==> src/rtl/ope_arbiter.sv <==
// rtl/ope_arbiter.sv - round-robin arbiter sharing one registered add-constant unit
module ope_arbiter #(
    parameter int               WIDTH  = 32,
    parameter logic [WIDTH-1:0] ADDEND = WIDTH'(5),
    parameter int               CNT_W  = 8
) (
    input  logic             clk,
    input  logic             rst,
    input  logic             req0_valid,
    input  logic [WIDTH-1:0] req0_data,
    output logic             req0_ready,
    input  logic             req1_valid,
    input  logic [WIDTH-1:0] req1_data,
    output logic             req1_ready,
    output logic             rsp0_valid,
    output logic [WIDTH-1:0] rsp0_data,
    output logic             rsp1_valid,
    output logic [WIDTH-1:0] rsp1_data,
    output logic             busy,
    output logic             last_grant,
    output logic [CNT_W-1:0] cnt0,
    output logic [CNT_W-1:0] cnt1
);

    typedef enum logic [1:0] {
        IDLE = 2'd0,
        EXEC = 2'd1,
        RESP = 2'd2
    } state_t;

    localparam logic [CNT_W-1:0] CNT_MAX = {CNT_W{1'b1}};

    state_t           state_q, state_d;
    logic             grant0, grant1;
    logic             handshake;
    logic             owner;
    logic [WIDTH-1:0] op_reg;
    logic [WIDTH-1:0] res_reg;
    logic [WIDTH-1:0] rsp0_hold, rsp1_hold;

    // On a tie the requester that did not win last time gets the unit.
    always_comb begin
        grant0 = 1'b0;
        grant1 = 1'b0;
        if (req0_valid && req1_valid) begin
            if (last_grant) grant0 = 1'b1;
            else            grant1 = 1'b1;
        end else begin
            grant0 = req0_valid;
            grant1 = req1_valid;
        end
    end

    assign req0_ready = (state_q == IDLE) && grant0;
    assign req1_ready = (state_q == IDLE) && grant1;
    assign handshake  = req0_ready || req1_ready;

    always_comb begin
        state_d = state_q;
        case (state_q)
            IDLE:    if (handshake) state_d = EXEC;
            EXEC:    state_d = RESP;
            RESP:    state_d = IDLE;
            default: state_d = IDLE;
        endcase
    end

    always_ff @(posedge clk) begin
        if (rst) begin
            state_q    <= IDLE;
            owner      <= 1'b0;
            last_grant <= 1'b1;
            op_reg     <= '0;
            res_reg    <= '0;
            rsp0_hold  <= '0;
            rsp1_hold  <= '0;
            cnt0       <= '0;
            cnt1       <= '0;
        end else begin
            state_q <= state_d;
            if (handshake) begin
                op_reg     <= req1_ready ? req1_data : req0_data;
                owner      <= req1_ready;
                last_grant <= req1_ready;
                if (req0_ready && cnt0 != CNT_MAX) cnt0 <= cnt0 + CNT_W'(1);
                if (req1_ready && cnt1 != CNT_MAX) cnt1 <= cnt1 + CNT_W'(1);
            end
            if (state_q == EXEC) begin
                res_reg <= op_reg + ADDEND;
            end
            // Latch the result into the owner's hold register so data persists after the pulse.
            if (state_q == RESP) begin
                if (owner) rsp1_hold <= res_reg;
                else       rsp0_hold <= res_reg;
            end
        end
    end

    assign busy       = (state_q != IDLE);
    assign rsp0_valid = (state_q == RESP) && !owner;
    assign rsp1_valid = (state_q == RESP) && owner;
    assign rsp0_data  = rsp0_valid ? res_reg : rsp0_hold;
    assign rsp1_data  = rsp1_valid ? res_reg : rsp1_hold;

endmodule

==> config.mk <==
export PLATFORM = sky130hd
export DESIGN_NAME = ope_arbiter
export DESIGN_NICKNAME = d
export VERILOG_FILES = /design/src/rtl/ope_arbiter.sv
export SDC_FILE = /design/constraint.sdc
export NUM_CORES = 1
export LEC_CHECK = 0
export ABC_CLOCK_PERIOD_IN_PS = 3400
export CAP_MARGIN = 0
export CORE_ASPECT_RATIO = 0.9
export CORE_UTILIZATION = 53
export DETAILED_ROUTE_END_ITERATION = 10
export PLACE_DENSITY = 0.9
export SLEW_MARGIN = 20
export SYNTH_ARGS = -nofsm -noshare
export SYNTH_HDL_FRONTEND = slang
export SYNTH_SLANG_ARGS = --single-unit
==> constraint.sdc <==
create_clock -name clk -period 3.4 [get_ports clk]
set_clock_uncertainty 0.15 [all_clocks]
set_input_delay 0.34 -clock clk [delete_from_list [all_inputs] [get_ports clk]]
set_output_delay 0.34 -clock clk [all_outputs]
set_load 0.02 [all_outputs]
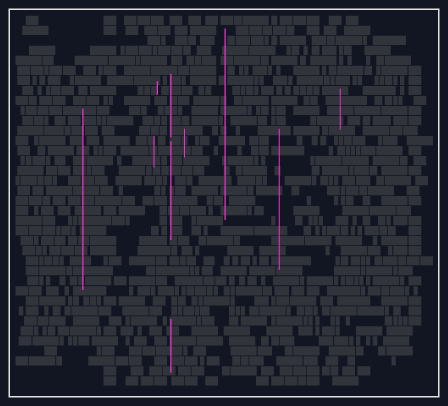
**Above:** the metal 4 layer.
share of all routed wire: 1.3%
wire length on this layer: 226 um
longest straight run: 51.7 um
main direction: vertical

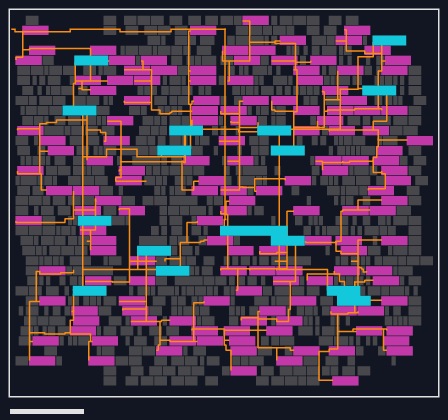
**Above:** clock network drawn from the DEF.
Bar = 20 um.
legend:
  magenta:
    item: flip-flops
    count: 148
  orange:
    item: clock wires
    length: 1680 um
  cyan:
    item: clock drivers
    count: 17
routed clock nets: 18
flops lie: all over the die

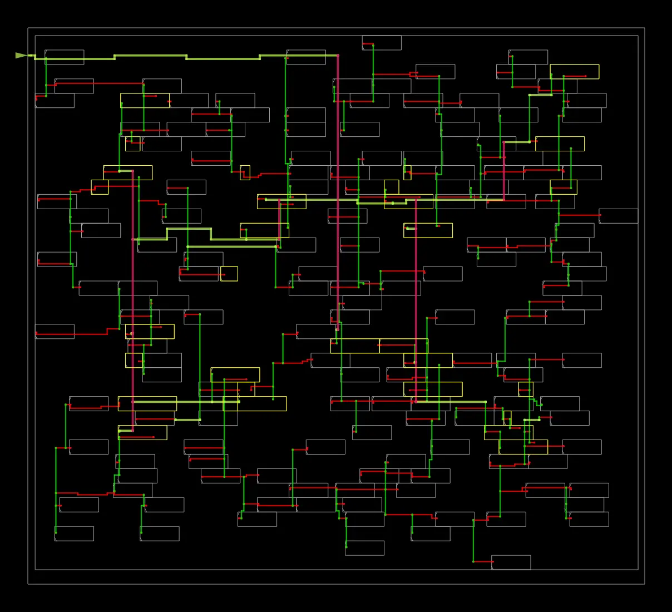
**Above:** clock nets.
CTS buffer count: 17
clock latency of the later-clocked register in the worst-skew pair: 0.41 ns
clock sink count: 148
Clk. pwr: 1830 uW
clock buffer count: 20

==> impl_metrics.ini <==
; generated from flow reports
[status]
run_status = completed

[job]
drv.max_cap_violation_count = 0
openroad.warnings = 26

[global_routing]
grt.overflow.total = 0
grt_max_degree = 86
grt_pass1_vias = 5535
globalRouteTotalUtil_pct = 28.9
global_route.peak_usage_layer = met2
grt_util_met2_pct = 46.2
grt_util_met3_pct = 7.71
met1_usage_pct = 37.4
initial_antenna_violation_count = 0
grt_pass1_wl_um = 27400

[synth]
yosys-top-cells-area = dfxtp_1 48%, nand2_1 7.1%, and2_1 6.5%
synth_flops = 148
synth.yosys.chip_area_mm2 = 0.00623
edf_count = 0
synth.cell_area_mm2 = 0.00623
cells_after_synth = 688
top_area_share_pct = 47.6
yosys_warnings = 0
synth_top_cell_by_area = dfxtp_1
nets_at_floorplan = 759
share_of_synthesized_registers_carrying_an_async_set_or_reset_pct = 0
seq_area_frac_synth_pct = 47.6
synth-cells-yosys = 688
mean_cell_area_of_the_mapped_netlist_um2 = 9.05
synthFlopType = dfxtp_1
synth.lib_cells_used.distinct = 48

[clocking]
cts.hold.buffers_added = 0
cts_h_tree_depth = 4
clk_root_buffer_cell = clkbuf_16
cts_resized = 0
cts_tree = done
cts_max_path_buffers = 2
worst_setup_hold_path_clk_slew_ns = 0.06
postCtsSetupBuffers = 0

[detailed_routing]
vias = 5678
remaining_drc_errors = 0
route.detailed.vias_per_inst = 5.72
routedWlPerCell_um = 17.2
first_iter_violations = 590
firstDrtPassIters = 8
wl_um = 17100
antenna_violating_nets_left = 0

[final_layout]
syn2layout_area_growth_pct = 35.5
share_of_post_route_cells_with_drive_strength_above_1_pct = 10.4
final_core_util_pct = 73.8
final_cell_mix = 152 x clkdlybuf4s50_1, 148 x dfxtp_1, 118 x nand2_1, 65 x and2_1, 64 x nor2_1
fill_cells = 827
layout_top_cell_excl_fill_tap = clkdlybuf4s50_1
insertedDiodeCount = 0
design.final.nets = 896

[setup_path]
crit_path_start_kind = register
r2r_setup_slack_ns = 1.08
crit_path_kind = reg -> out
required_ns = 2.91
maximum_fanout_along_the_worst_path = 9
critPathCaptureType = primary output
worst-endpoint-arrival_ns = 2.42

[timing]
finalHoldViolCount = 0
worst_slew_margin_rel_pct = 39.9
fin_ws_ns = 0.491
timing.final.setup_violations = 0
fin_crit_ns = 2.91
min_period_over_period_pct = 85.6
tns_ns = 0
final_max_slew_viol_count = 0
worst-slew-pin-transition_ns = 0.902
fmaxAchievable_mhz = 344
rsz0062_at_grt = no

[floorplanning]
floorplan.io_pins = 154
dieArea_mm2 = 0.0122
die_h_um = 105
dieWidth_um = 116
initCoreUtil_pct = 54.4
placementRows = 37
coreArea_mm2 = 0.0114

[place]
place_ws_ns = 0.961
place.gp.congestion = 0.867
hpwl_um = 11800
place.port_buffers = 153

[power]
power.ir.vdd_worst_uv = 438
design_power_total_uw = 4220
leakagePower_uw = 0.00329
power-per-cell-area_mw_per_mm2 = 500

[worst_hold_path]
min_path_type = reg -> reg
-- power breakdown --
| part | internal [uW] | total, uW | switching, uW |
|---|---|---|---|
| Clock | 1100 | 1830 | 727 |
| Combinational | 224 | 463 | 239 |
| Sequential | 1820 | 1930 | 109 |
| Total | 3140 | 4220 | 1070 |
-- Yosys cell counts, drive strengths merged (8+ instances only) --
cell type / instances
nand4: 13
a21oi: 25
and2: 66
nor3: 8
dfxtp: 148
xor2: 21
nor2: 64
xnor2: 14
a222oi: 32
o21ai: 24
mux2: 32
a211oi: 11
buf: 8
clkbuf: 36
nand2: 118
nand3: 17
-- path summary, 6_finish.rpt --
kind                endpoint  depth (start not counted)       start
hold / removal    res_reg[3]                          2  res_reg[3]
setup reg to reg     cnt1[4]                          4  state_q[0]
setup / recovery  req0_ready                          4  state_q[0]
hold reg to reg   res_reg[3]                          2  res_reg[3]
-- cells by family after synthesis --
family / count (synthesis) / synth area share (%)
xor gates and xnor gates: 35 / 4.92
adders and majority gates: 3 / 0.603
AOI/OAI and AO/OA: 105 / 12.3
buffers and inverters: 53 / 3.34
and+or+nand+nor: 309 / 25.0
muxes: 35 / 6.27
DFF: 148 / 47.6
-- metal layers --
metal | routed length (um) | vias up | part of all wire (%)
li1 | - | 2675 | -
met1 | 7330 | 2724 | 43
met2 | 8120 | 252 | 47
met3 | 1420 | 27 | 8.3
met4 | 226 | 0 | 1.3
met5 | 0 | - | 0
-- cell type report --
cell class                      instances  area (um^2)  area share, %
Multi-Input combinational cell        487         3070           36.4
Sequential cell                       148         2960           35.1
Timing Repair Buffer                  162         1590           18.9
Clock buffer                           20          447           5.29
Tap cell                              156          195           2.31
Clock inverter                         11          130           1.54
Inverter                                9         35.0          0.415
-- metrics by stage --
step / instances / cell area [um^2] / hold WS, ns
final: 993 / 8440 / 0.344
after global routing: 993 / 8440 / 0.365
after CTS: 993 / 8440 / 0.338
after detailed placement: 962 / 7860 / 0.328
after global placement: 962 / 7860 / 0.325
after floorplan: 688 / 6230 / 0.292
-- critical path, stage by stage, from the launching register on --
cell and delay [ns]:
dfxtp_1 0.36, nor2_1 0.56, nand3_2 0.34, clkinv_1 0.13, clkdlybuf4s50_1 0.62
Power and IR drop assume default switching activity.
